===== src/rtl/dot_accum.sv =====
// Dot-product accumulator: sums a programmable number of signed terms per vector
// and emits one result per vector via a 2-entry output FIFO. Saturating adds: DOT_ACCUM_SAT_EN.
module dot_accum #(
    parameter int DW    = 32,
    parameter int AW    = 40,
    parameter int LEN_W = 8
) (
    input  logic             clk,
    input  logic             rst_n,
    input  logic [LEN_W-1:0] len,
    input  logic             in_valid,
    input  logic [DW-1:0]    in_data,
    output logic             in_ready,
    output logic             out_valid,
    output logic [AW-1:0]    out_data,
    output logic             out_ovf,
    input  logic             out_ready
);

    typedef enum logic {IDLE, ACC} state_t;

    state_t           state, state_next;
    logic [AW-1:0]    acc, acc_next;
    logic [LEN_W-1:0] cnt, cnt_next, len_q, len_next;
    logic             ovf, ovf_next;

    logic [AW-1:0]    slot1_data;
    logic             slot1_ovf;
    logic [1:0]       count;

    logic             accept, pop, push, push_ovf, add_ovf;
    logic [AW-1:0]    term, sum_wrap, sum, push_data;
    logic [LEN_W-1:0] len_eff, cnt_inc;

    assign in_ready  = (count != 2'd2);
    assign out_valid = (count != 2'd0);
    assign accept    = in_valid && in_ready;
    assign pop       = out_valid && out_ready;

    assign term     = AW'($signed(in_data));
    assign sum_wrap = acc + term;
    assign add_ovf  = (acc[AW-1] == term[AW-1]) && (sum_wrap[AW-1] != acc[AW-1]);
    assign len_eff  = (len == '0) ? LEN_W'(1) : len;
    assign cnt_inc  = cnt + LEN_W'(1);

`ifdef DOT_ACCUM_SAT_EN
    // Clamp toward the sign of the operands; later adds continue from the clamp.
    assign sum = !add_ovf ? sum_wrap :
                 acc[AW-1] ? {1'b1, {(AW-1){1'b0}}} : {1'b0, {(AW-1){1'b1}}};
`else
    assign sum = sum_wrap;
`endif

    always_ff @(posedge clk) begin
        if (!rst_n) begin
            state <= IDLE;
            acc   <= '0;
            cnt   <= '0;
            len_q <= '0;
            ovf   <= 1'b0;
        end else begin
            state <= state_next;
            acc   <= acc_next;
            cnt   <= cnt_next;
            len_q <= len_next;
            ovf   <= ovf_next;
        end
    end

    always_comb begin
        state_next = state;
        acc_next   = acc;
        cnt_next   = cnt;
        len_next   = len_q;
        ovf_next   = ovf;
        push       = 1'b0;
        push_data  = term;
        push_ovf   = 1'b0;
        case (state)
            IDLE: begin
                if (accept) begin
                    acc_next = term;
                    cnt_next = LEN_W'(1);
                    len_next = len_eff;
                    ovf_next = 1'b0;
                    if (len_eff == LEN_W'(1)) push = 1'b1;
                    else                      state_next = ACC;
                end
            end
            ACC: begin
                if (accept) begin
                    acc_next = sum;
                    cnt_next = cnt_inc;
                    ovf_next = ovf | add_ovf;
                    if (cnt_inc == len_q) begin
                        push       = 1'b1;
                        push_data  = sum;
                        push_ovf   = ovf | add_ovf;
                        state_next = IDLE;
                    end
                end
            end
            default: state_next = IDLE;
        endcase
    end

    // Head lives directly in out_data/out_ovf; slot1 holds the second entry.
    // A push with a coinciding pop (or into an empty FIFO) goes straight to the head.
    always_ff @(posedge clk) begin
        if (!rst_n) begin
            count      <= 2'd0;
            out_data   <= '0;
            out_ovf    <= 1'b0;
            slot1_data <= '0;
            slot1_ovf  <= 1'b0;
        end else if (pop && count == 2'd2) begin
            out_data <= slot1_data;
            out_ovf  <= slot1_ovf;
            count    <= 2'd1;
        end else if (push && (count == 2'd0 || pop)) begin
            out_data <= push_data;
            out_ovf  <= push_ovf;
            count    <= 2'd1;
        end else if (push) begin
            slot1_data <= push_data;
            slot1_ovf  <= push_ovf;
            count      <= 2'd2;
        end else if (pop) begin
            count <= 2'd0;
        end
    end

endmodule


===== config.mk =====
export PLATFORM = sky130hd
export DESIGN_NAME = dot_accum
export DESIGN_NICKNAME = d
export VERILOG_FILES = /design/src/rtl/dot_accum.sv
export SDC_FILE = /design/constraint.sdc
export NUM_CORES = 1
export LEC_CHECK = 0
export ABC_CLOCK_PERIOD_IN_PS = 3900
export CAP_MARGIN = 10
export CORE_ASPECT_RATIO = 1.4
export CORE_UTILIZATION = 40
export CTS_BUF_LIST = sky130_fd_sc_hd__clkbuf_8
export DETAILED_ROUTE_END_ITERATION = 7
export GPL_TIMING_DRIVEN = 0
export HOLD_SLACK_MARGIN = 0.03
export PLACE_DENSITY_LB_ADDON = 0.2
export REMOVE_ABC_BUFFERS = 1
export SKIP_LAST_GASP = 1
export SLEW_MARGIN = 5
export SYNTH_ARGS = -nofsm -noshare
export SYNTH_HDL_FRONTEND = slang
export SYNTH_SLANG_ARGS = --single-unit
export TNS_END_PERCENT = 1

===== constraint.sdc =====
create_clock -name clk -period 3.9 [get_ports clk]
set_input_delay 0.78 -clock clk [delete_from_list [all_inputs] [get_ports clk]]
set_output_delay 0.78 -clock clk [all_outputs]
set_load 0.05 [all_outputs]

run_1/cell_classes.png
(1.5 px per µm)
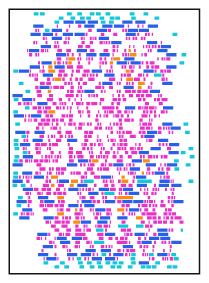
| color | class | cells | share of their area |
|---|---|---|---|
| cyan | other buffers and delay cells | 94 | 10% |
| blue | flip-flops | 142 | 29% |
| magenta | all other logic | 865 | 56% |
| orange | clock drivers and dummy loads | 32 | 3.8% |

run_1/registers.png
(1.5 px per µm)
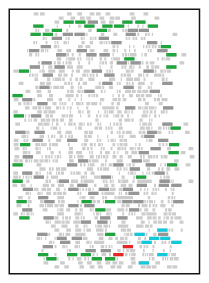
| color | name in the netlist | placed flops |
|---|---|---|
| cyan | len_q | 8 |
| green | out_data | 40 |
| red | count | 2 |
not colored: 92

==> GITHUB_STEP_SUMMARY, run 1 <==
## Implementation flow summary

| Metric | Value |
|---|---|
| Sequential share of the synthesized area | around a third |
| Dominant logic cell types in the final layout | dfxtp_1 (141), a21oi_1 (118), nand2_1 (110) |
| Fill count | 2,195 |
| Synthesized area divided by synthesized cell count | 7.92 µm² |
| Result of the run | finished clean |
| Top delay family on crit path | AND-OR/OR-AND gates |
| Total of warnings raised by yosys | 0 |
| Final worst setup slack | 115 ps |
| Time the final worst path needs with I/O delays and setup | between 3000 and 4000 ps |
| Share of the core filled with cells | between 40 and 50% |
| Worst max-slew margin expressed relative to the limit | 38.9% |
| Fraction of synthesized cell area taken by the top area cell type | 33.1% |
| Critical Path End Type | register |
| Reg power frac | 42.3% |
| CTS root buffer | clkbuf_8 |
| Reg2reg setup slack | 130 ps |
| Yosys cell count | 1,084 |
| Clock buffer cells | 18 |
| Via count | 8,021 |
| Post-synth top cells | dfxtp_1 (142), a21oi_1 (118), nand2_1 (112), nor2_1 (110), o21ai_0 (98) |
| Number of non-clock inverters | 12 |
| Clock input transition at the sequential cells of the worst setup and hold paths | roughly 80 ps |
| Final Net Count | 1,205 |
| Portion of the layout cell area used by non-clock buffers | about a tenth |
| Fraction of the cycle the final worst path needs | 97.1% |
| Flop share of the area | between 20 and 30% |
| Largest fanout of any net on the critical path | 3 |
| Peak clock frequency supported by timing | 0.264 GHz |
| Cell depth of the worst flop-to-flop path | 10 |
| CTS tree | yes |
| Clock sink count | 142 |
| Antenna violations before repair | 0 |
| Cell with the most instances after synthesis | dfxtp_1 |
| Full die area | 0.0221 mm² |
| Commonest non-fill, non-tap cell in the layout | dfxtp_1 |
| Clock buf/inv share | approximately 3.7% |
| DRC violation count after routing | 0 |
| Power of the sequential group | 1.56 mW |
| Biggest registers after layout | acc x40, out_data x40, slot1_data x40 |
| Remaining Overflow, GRT | 0 |
| Endpoints failing setup | 0 |
| Internal power component | 2.41 mW |
| Part of the power in the clock network | 31.1% |
| Dominant comb cell | AND-OR/OR-AND gates |
| Max layer used | met4 |
| Max-capacitance violation count | 0 |
| Detailed router's first-iteration violation count | 561 |
| Die X | 126 µm |
| Antenna violation net count after detailed routing | 0 |
| Multi-input logic area | ~0.0054 mm² |
| Met3 usage | 3.11% |
| Main flop type after synthesis | dfxtp_1 |
| Clock group total power | 1.15 mW |
| Post-route design area | 0.0100 mm² |
| Number of instances in the synthesized netlist | 1,084 |
| Portion of total power attributed to combinational logic | 26.7% |
| Arrival time worst endpoint | 4130 ps |
| Minimum setup slack after placement | -1120 ps |
| GRT met1 Usage | a little over a quarter |
| Min-Delay Path Class | reg2reg |
| Count of non-filler cells in the finished layout | ~1,400 |
| Met3 Routed Length | 578 µm |
| Number of cells after detailed placement | 1,361 |
| Pin count of the biggest net entering global routing | between 50 and 60 |
| Slew Viols, Final | 0 |
| Fraction of met2 tracks used by global routing | ~43% |
| Global-route total usage across every layer | 22.9% |
| Tool warnings | 27 |
| Maximum vdd ir drop | around 0.15 mV |
| Final Total Pwr | 3.69 mW |
| Worst slew pin tran | 914 ps |
| Pre-antenna DRT Iters | 7 |
| Number of clock buffers inserted by TritonCTS | 17 |
| Fraction of standard cell area in multi-input logic | 54.1% |
| Number of diodes | 0 |
| Synth flops | 142 |
| Layout overhead on the synthesized area | 16.5% |
| Power per unit of standard cell area | 369 mW/mm² |
| Routed metal-1 wire length | 10.7 mm |
| Buffers plus inverters on the worst setup path | 1 |
| Instance count along the most critical hold path | 2 |
| Library cell occupying the most area in the post-synthesis netlist | dfxtp_1 |
| Area fraction in mux cells | approximately 5.5% |
| Final Wtd Congestion | 0.915 |
| # resized after CTS | 3 |
| Max stage delay cell, worst path | a2111o_1 |
| CTS H-tree depth | 4 |
| Maximum clock path buffer count | 2 |
| Via density per instance | 5.76 |
| Final setup TNS | 0 ps |
| Flip-flop and latch area | 0.00284 mm² |
| #MultiIn Comb | about 850 |
| Critical path endpoint | out_data[24] |
| Cell count along the critical path | 11 |
| Std cell rows | 63 |
| Setup repair after global routing missed its margin | yes |
| Via count of the first global-routing pass | approximately 8,000 |
| Number of post-CTS setup repair buffers | 0 |
| Combinational power | 0.984 mW |
| Switching Fraction | around a third |
| Synth async-reset ratio | 0% |
| Critical path data required time | 4250 ps |
| Simple-Gate Fraction of Synth Area | roughly 17% |
| Area share of xor/xnor cells in the synthesized design | 4.59% |
| Chip Height | 175 µm |
| Flip-flop and latch count | 142 |
| Crit path kind | in2reg |
| Crit. Startpoint | in_data[0] |
| Share of synthesized cell area in and-or and or-and compound cells | between 20 and 30% |
run_1/clock_map.png
(1.5 px per µm)
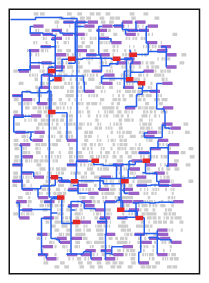
[red] cells driving clock nets | count: 17
[blue] clock wires | length: 2,080 µm
[purple] flip-flops | count: 142
flops lie: spread over the die
routed clock nets: 18

==> run 1 -> run 2 <==
ABC_AREA = 1   (was unset)
==> run 2 against run 1 <==
Count of clock-buffer cells in the layout is 3 higher. Maximum frequency grew 5.9%. Register-to-register slack better by 250 ps. Flip-flop count unchanged. Cell area increased by 14%. Synthesized cell count grew 58%. Core utilization is 0.21 points higher. Clock power grew about 20%. Sequential share of layout area is 3.6 points lower. Global-route usage increased by 0.97 points. Largest power group unchanged. Via count grew 30%.
==> GITHUB_STEP_SUMMARY, run 2 <==
## Implementation flow summary

| Metric | Value |
|---|---|
| Result of the run | finished clean (unchanged) |
| Sequential share of the synthesized area | 28.8% (was 33.1%) |
| Reg2reg setup slack | 380 ps (was 130 ps) |
| Max stage delay cell, worst path | nand2_4 (was a2111o_1) |
| Met3 usage | 2.97% (was 3.11%) |
| Area share of xor/xnor cells in the synthesized design | 1.13% (was 4.59%) |
| Tool warnings | 25 (was 27) |
| Portion of the layout cell area used by non-clock buffers | 8.57% (was 10.1%) |
| Fraction of final layout cells with drive strength greater than 1 | 3.27% (was 6.53%) |
| Library cell occupying the most area in the post-synthesis netlist | dfxtp_1 (unchanged) |
| Min-Delay Path Class | reg2reg (unchanged) |
| Power of the sequential group | 1.54 mW (was 1.56 mW) |
| Pin count of the biggest net entering global routing | 83 (was 51) |
| Critical path data required time | 4280 ps (was 4250 ps) |
| Buffers plus inverters on the worst setup path | 4 (was 1) |
| Final worst setup slack | 325 ps (was 115 ps) |
| Clock buf/inv share | 3.96% (was 3.67%) |
| Remaining Overflow, GRT | 0 (unchanged) |
| Cell count along the critical path | 11 (unchanged) |
| Instance count along the most critical hold path | 2 (unchanged) |
| Worst slew pin tran | 1220 ps (was 914 ps) |
| DRC violation count after routing | 0 (unchanged) |
| Number of cells after detailed placement | 2,049 (was 1,361) |
| Detailed router's first-iteration violation count | 544 (was 561) |
| Final Net Count | 1,845 (was 1,205) |
| Crit. Startpoint | in_valid (was in_data[0]) |
| Fill count | 2,560 (was 2,195) |
| Clock buffer cells | 21 (was 18) |
| Setup repair after global routing missed its margin | no (was yes) |
| Via count of the first global-routing pass | 9,992 (was 7,781) |
| Synth flops | 142 (unchanged) |
| Portion of total power attributed to combinational logic | 23.8% (was 26.7%) |
| Largest fanout of any net on the critical path | 70 (was 3) |
| CTS root buffer | clkbuf_8 (unchanged) |
| GRT met1 Usage | 27.8% (was 26.7%) |
| Part of the power in the clock network | 36.0% (was 31.1%) |
| Peak clock frequency supported by timing | 0.280 GHz (was 0.264 GHz) |
| CTS tree | yes (unchanged) |
| Post-route design area | 0.0114 mm² (was 0.0100 mm²) |
| Area fraction in mux cells | 0% (was 5.48%) |
| Pre-antenna DRT Iters | 5 (was 7) |
| Cell depth of the worst flop-to-flop path | 15 (was 10) |
| Antenna violation net count after detailed routing | 0 (unchanged) |
| Crit path kind | in2reg (unchanged) |
| Post-synth top cells | nand2_1 (662), nor2_1 (210), inv_1 (189), nand3_1 (165), dfxtp_1 (142) (was dfxtp_1 (142), a21oi_1 (118), nand2_1 (112), nor2_1 (110), o21ai_0 (98)) |
| Count of non-filler cells in the finished layout | 2,083 (was 1,393) |
| Endpoints failing setup | 0 (unchanged) |
| Yosys cell count | 1,716 (was 1,084) |
| # resized after CTS | 0 (was 3) |
| Commonest non-fill, non-tap cell in the layout | nand2_1 (was dfxtp_1) |
| Arrival time worst endpoint | 3950 ps (was 4130 ps) |
| Chip Height | 188 µm (was 175 µm) |
| Switching Fraction | 33.0% (was 34.6%) |
| Final setup TNS | 0 ps (unchanged) |
| Final Wtd Congestion | 0.917 (was 0.915) |
| Final Total Pwr | 3.83 mW (was 3.69 mW) |
| Share of synthesized cell area in and-or and or-and compound cells | 10.4% (was 29.3%) |
| Number of instances in the synthesized netlist | 1,716 (was 1,084) |
| CTS H-tree depth | 4 (unchanged) |
| Number of post-CTS setup repair buffers | 0 (unchanged) |
| Reg power frac | 40.2% (was 42.3%) |
| Clock group total power | 1.38 mW (was 1.15 mW) |
| Antenna violations before repair | 0 (unchanged) |
| Number of diodes | 0 (unchanged) |
| Total of warnings raised by yosys | 0 (unchanged) |
| Cell with the most instances after synthesis | nand2_1 (was dfxtp_1) |
| Clock sink count | 142 (unchanged) |
| Number of clock buffers inserted by TritonCTS | 17 (unchanged) |
| Max-capacitance violation count | 0 (unchanged) |
| Maximum vdd ir drop | 0.216 mV (was 0.154 mV) |
| Worst max-slew margin expressed relative to the limit | 18.7% (was 38.9%) |
| Critical path endpoint | out_data[13] (was out_data[24]) |
| Full die area | 0.0253 mm² (was 0.0221 mm²) |
| Slew Viols, Final | 0 (unchanged) |
| Biggest registers after layout | acc x40, out_data x40, slot1_data x40 (unchanged) |
| Flip-flop and latch count | 142 (unchanged) |
| Number of non-clock inverters | 192 (was 12) |
| Critical Path End Type | register (unchanged) |
| Maximum clock path buffer count | 2 (unchanged) |
| Fraction of the cycle the final worst path needs | 91.7% (was 97.1%) |
| Synthesized area divided by synthesized cell count | 5.76 µm² (was 7.92 µm²) |
| Dominant comb cell | simple AND/OR/NAND/NOR gates (was AND-OR/OR-AND gates) |
| Via count | 10,437 (was 8,021) |
| Fraction of standard cell area in multi-input logic | 52.9% (was 54.1%) |
| Fraction of met2 tracks used by global routing | 43.5% (was 42.5%) |
| Share of the core filled with cells | 47.6% (was 47.3%) |
| Flip-flop and latch area | 0.00284 mm² (about the same) |
| Global-route total usage across every layer | 23.9% (was 22.9%) |
| Simple-Gate Fraction of Synth Area | 44.1% (was 17.1%) |
| Internal power component | 2.57 mW (was 2.41 mW) |
| Via density per instance | 5.01 (was 5.76) |
| Fraction of synthesized cell area taken by the top area cell type | 28.8% (was 33.1%) |
| Combinational power | 0.914 mW (was 0.984 mW) |
run_2/final_placement.png
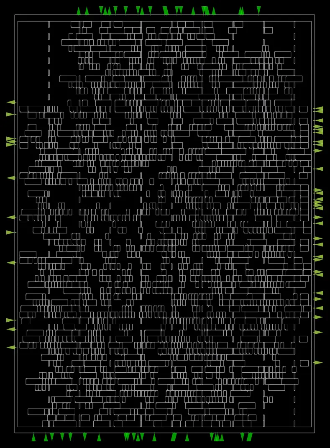
flop share of the area: 24.8%
std cell rows: 67

run_2/cell_classes.png
(1.5 px per µm)
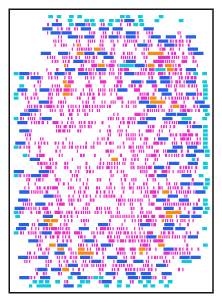
| color | class | cells | share of their area |
|---|---|---|---|
| cyan | other buffers and delay cells | 92 | 8.9% |
| orange | clock drivers and dummy loads | 32 | 4.1% |
| blue | flip-flops | 142 | 26% |
| magenta | all other logic | 1,507 | 61% |

==> run 2 -> run 3 <==
ABC_CLOCK_PERIOD_IN_PS = 3600   (was 3900)
SKIP_LAST_GASP = unset   (was 1)
clock period = 3.6 ns   (was 3.9 ns; I/O delays follow)
==> run 3 against run 2 <==
Power is 8.1% higher. Routed wire length fell by 0.22%. Synthesized area unchanged. Sequential share of layout area about the same. Combinational power rose by 8.4%. Core utilization grew 0.073 points. Synthesized cell count unchanged. Register-to-register slack worse by 60 ps. First-iteration DRC count grew 9.7%. Cell count stayed put. Global-route usage rose by 0.30 points. Setup slack worse by 120 ps. Highest routed layer unchanged.
==> GITHUB_STEP_SUMMARY, run 3 <==
## Implementation flow summary

| Metric | Value |
|---|---|
| Result of the run | finished clean (unchanged) |
| Largest fanout of any net on the critical path | 28 (was 70) |
| Power of the sequential group | 1.67 mW (was 1.54 mW) |
| Number of non-clock inverters | 192 (unchanged) |
| Part of the power in the clock network | 35.8% (was 36.0%) |
| Fill count | 2,560 (unchanged) |
| Final Wtd Congestion | 0.917 (unchanged) |
| Cell with the most instances after synthesis | nand2_1 (unchanged) |
| Synthesized area divided by synthesized cell count | 5.76 µm² (unchanged) |
| Share of synthesized cell area in and-or and or-and compound cells | 10.4% (unchanged) |
| Maximum vdd ir drop | 0.229 mV (was 0.216 mV) |
| Yosys cell count | 1,716 (unchanged) |
| Minimum setup slack after placement | -686 ps (was -446 ps) |
| Combinational power | 0.991 mW (was 0.914 mW) |
| Met3 Routed Length | 855 µm (was 893 µm) |
| Main flop type after synthesis | dfxtp_1 (unchanged) |
| Synth flops | 142 (unchanged) |
| Via density per instance | 5.02 (was 5.01) |
| Synth async-reset ratio | 0% (unchanged) |
| Tool warnings | 25 (unchanged) |
| Switching Fraction | 32.9% (was 33.0%) |
| Commonest non-fill, non-tap cell in the layout | nand2_1 (unchanged) |
| Slew Viols, Final | 0 (unchanged) |
| Clock group total power | 1.49 mW (was 1.38 mW) |
| #MultiIn Comb | 1,315 (unchanged) |
| Crit. Startpoint | in_valid (unchanged) |
| Worst slew pin tran | 1210 ps (was 1220 ps) |
| Pin count of the biggest net entering global routing | 83 (unchanged) |
| Cell count along the critical path | 11 (unchanged) |
| Std cell rows | 67 (unchanged) |
| Endpoints failing setup | 0 (unchanged) |
| GRT met1 Usage | 28.4% (was 27.8%) |
| Reg2reg setup slack | 320 ps (was 380 ps) |
| Clock buffer cells | 21 (unchanged) |
| Biggest registers after layout | acc x40, out_data x40, slot1_data x40 (unchanged) |
| Arrival time worst endpoint | 3810 ps (was 3950 ps) |
| Multi-input logic area | 0.00607 mm² (was 0.00605 mm²) |
| Critical path endpoint | slot1_data[33] (was out_data[13]) |
| Share of the core filled with cells | 47.6% (about the same) |
| Max layer used | met4 (unchanged) |
| Clock buf/inv share | 3.95% (was 3.96%) |
| Sequential share of the synthesized area | 28.8% (unchanged) |
| CTS H-tree depth | 4 (unchanged) |
| Max stage delay cell, worst path | nor2_4 (was nand2_4) |
| Reg power frac | 40.2% (about the same) |
| Buffers plus inverters on the worst setup path | 4 (unchanged) |
| # resized after CTS | 0 (unchanged) |
| Portion of the layout cell area used by non-clock buffers | 8.56% (was 8.57%) |
| Fraction of final layout cells with drive strength greater than 1 | 3.27% (unchanged) |
| Number of diodes | 0 (unchanged) |
| Critical path data required time | 4020 ps (was 4280 ps) |
| CTS root buffer | clkbuf_8 (unchanged) |
| Routed metal-1 wire length | 13.1 mm (was 13.2 mm) |
| Fraction of standard cell area in multi-input logic | 53.0% (was 52.9%) |
| Min-Delay Path Class | reg2reg (unchanged) |
| Remaining Overflow, GRT | 0 (unchanged) |
| Skew-Pair Late Insertion Delay | 480 ps (was 490 ps) |
| Dominant logic cell types in the final layout | nand2_1 (661), nor2_1 (208), inv_1 (190) (unchanged) |
| Clock sink count | 142 (unchanged) |
| Met3 usage | 3.00% (was 2.97%) |
| Chip Height | 188 µm (unchanged) |
| Crit path kind | in2reg (unchanged) |
| Final Net Count | 1,845 (unchanged) |
| Flip-flop and latch area | 0.00284 mm² (unchanged) |
| Antenna violations before repair | 0 (unchanged) |
| Time the final worst path needs with I/O delays and setup | 3390 ps |
| Power per unit of standard cell area | 362 mW/mm² (was 335 mW/mm²) |
| Portion of total power attributed to combinational logic | 23.9% (was 23.8%) |
| Via count | 10,459 (was 10,437) |
| Fraction of the cycle the final worst path needs | 94.2% |
| Detailed router's first-iteration violation count | 597 (was 544) |
| Post-synth top cells | nand2_1 (662), nor2_1 (210), inv_1 (189), nand3_1 (165), dfxtp_1 (142) (unchanged) |
| Area share of xor/xnor cells in the synthesized design | 1.13% (unchanged) |
| Library cell occupying the most area in the post-synthesis netlist | dfxtp_1 (unchanged) |
| Simple-Gate Fraction of Synth Area | 44.1% (unchanged) |
| Area fraction in mux cells | 0% (unchanged) |
| Total of warnings raised by yosys | 0 (unchanged) |
| Max-capacitance violation count | 0 (unchanged) |
| Number of instances in the synthesized netlist | 1,716 (unchanged) |
| CTS tree | yes (unchanged) |
| Internal power component | 2.78 mW (was 2.57 mW) |
| Flip-flop and latch count | 142 (unchanged) |
| Via count of the first global-routing pass | 9,999 (was 9,992) |
| DRC violation count after routing | 0 (unchanged) |
| Final setup TNS | 0 ps (unchanged) |
| Die X | 135 µm (unchanged) |
| Global-route total usage across every layer | 24.2% (was 23.9%) |
| Top delay family on crit path | simple AND/OR/NAND/NOR gates (unchanged) |
| Dominant comb cell | simple AND/OR/NAND/NOR gates (unchanged) |
| Final Total Pwr | 4.14 mW (was 3.83 mW) |
| Fraction of synthesized cell area taken by the top area cell type | 28.8% (unchanged) |
| Cell depth of the worst flop-to-flop path | 15 (unchanged) |
| Final worst setup slack | 207 ps (was 325 ps) |
| Maximum clock path buffer count | 2 (unchanged) |
| Number of post-CTS setup repair buffers | 0 (unchanged) |
| Peak clock frequency supported by timing | 0.295 GHz |
run_3/registers.png
(1.5 px per µm)
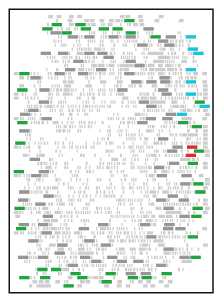
| color | name in the netlist | placed flops |
|---|---|---|
| cyan | len_q | 8 |
| red | count | 2 |
| green | out_data | 40 |
not colored: 92

run_3/cell_classes.png
(1.5 px per µm)
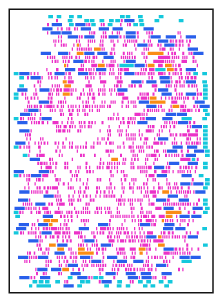
| color | class | cells | share of their area |
|---|---|---|---|
| cyan | other buffers and delay cells | 92 | 8.9% |
| orange | clock drivers and dummy loads | 32 | 4.1% |
| blue | flip-flops | 142 | 26% |
| magenta | all other logic | 1,507 | 61% |
post-route design area: 0.0115 mm²
flop share of the area: 24.8%

Power figures rest on the tool's default switching activity, not on a simulated workload.
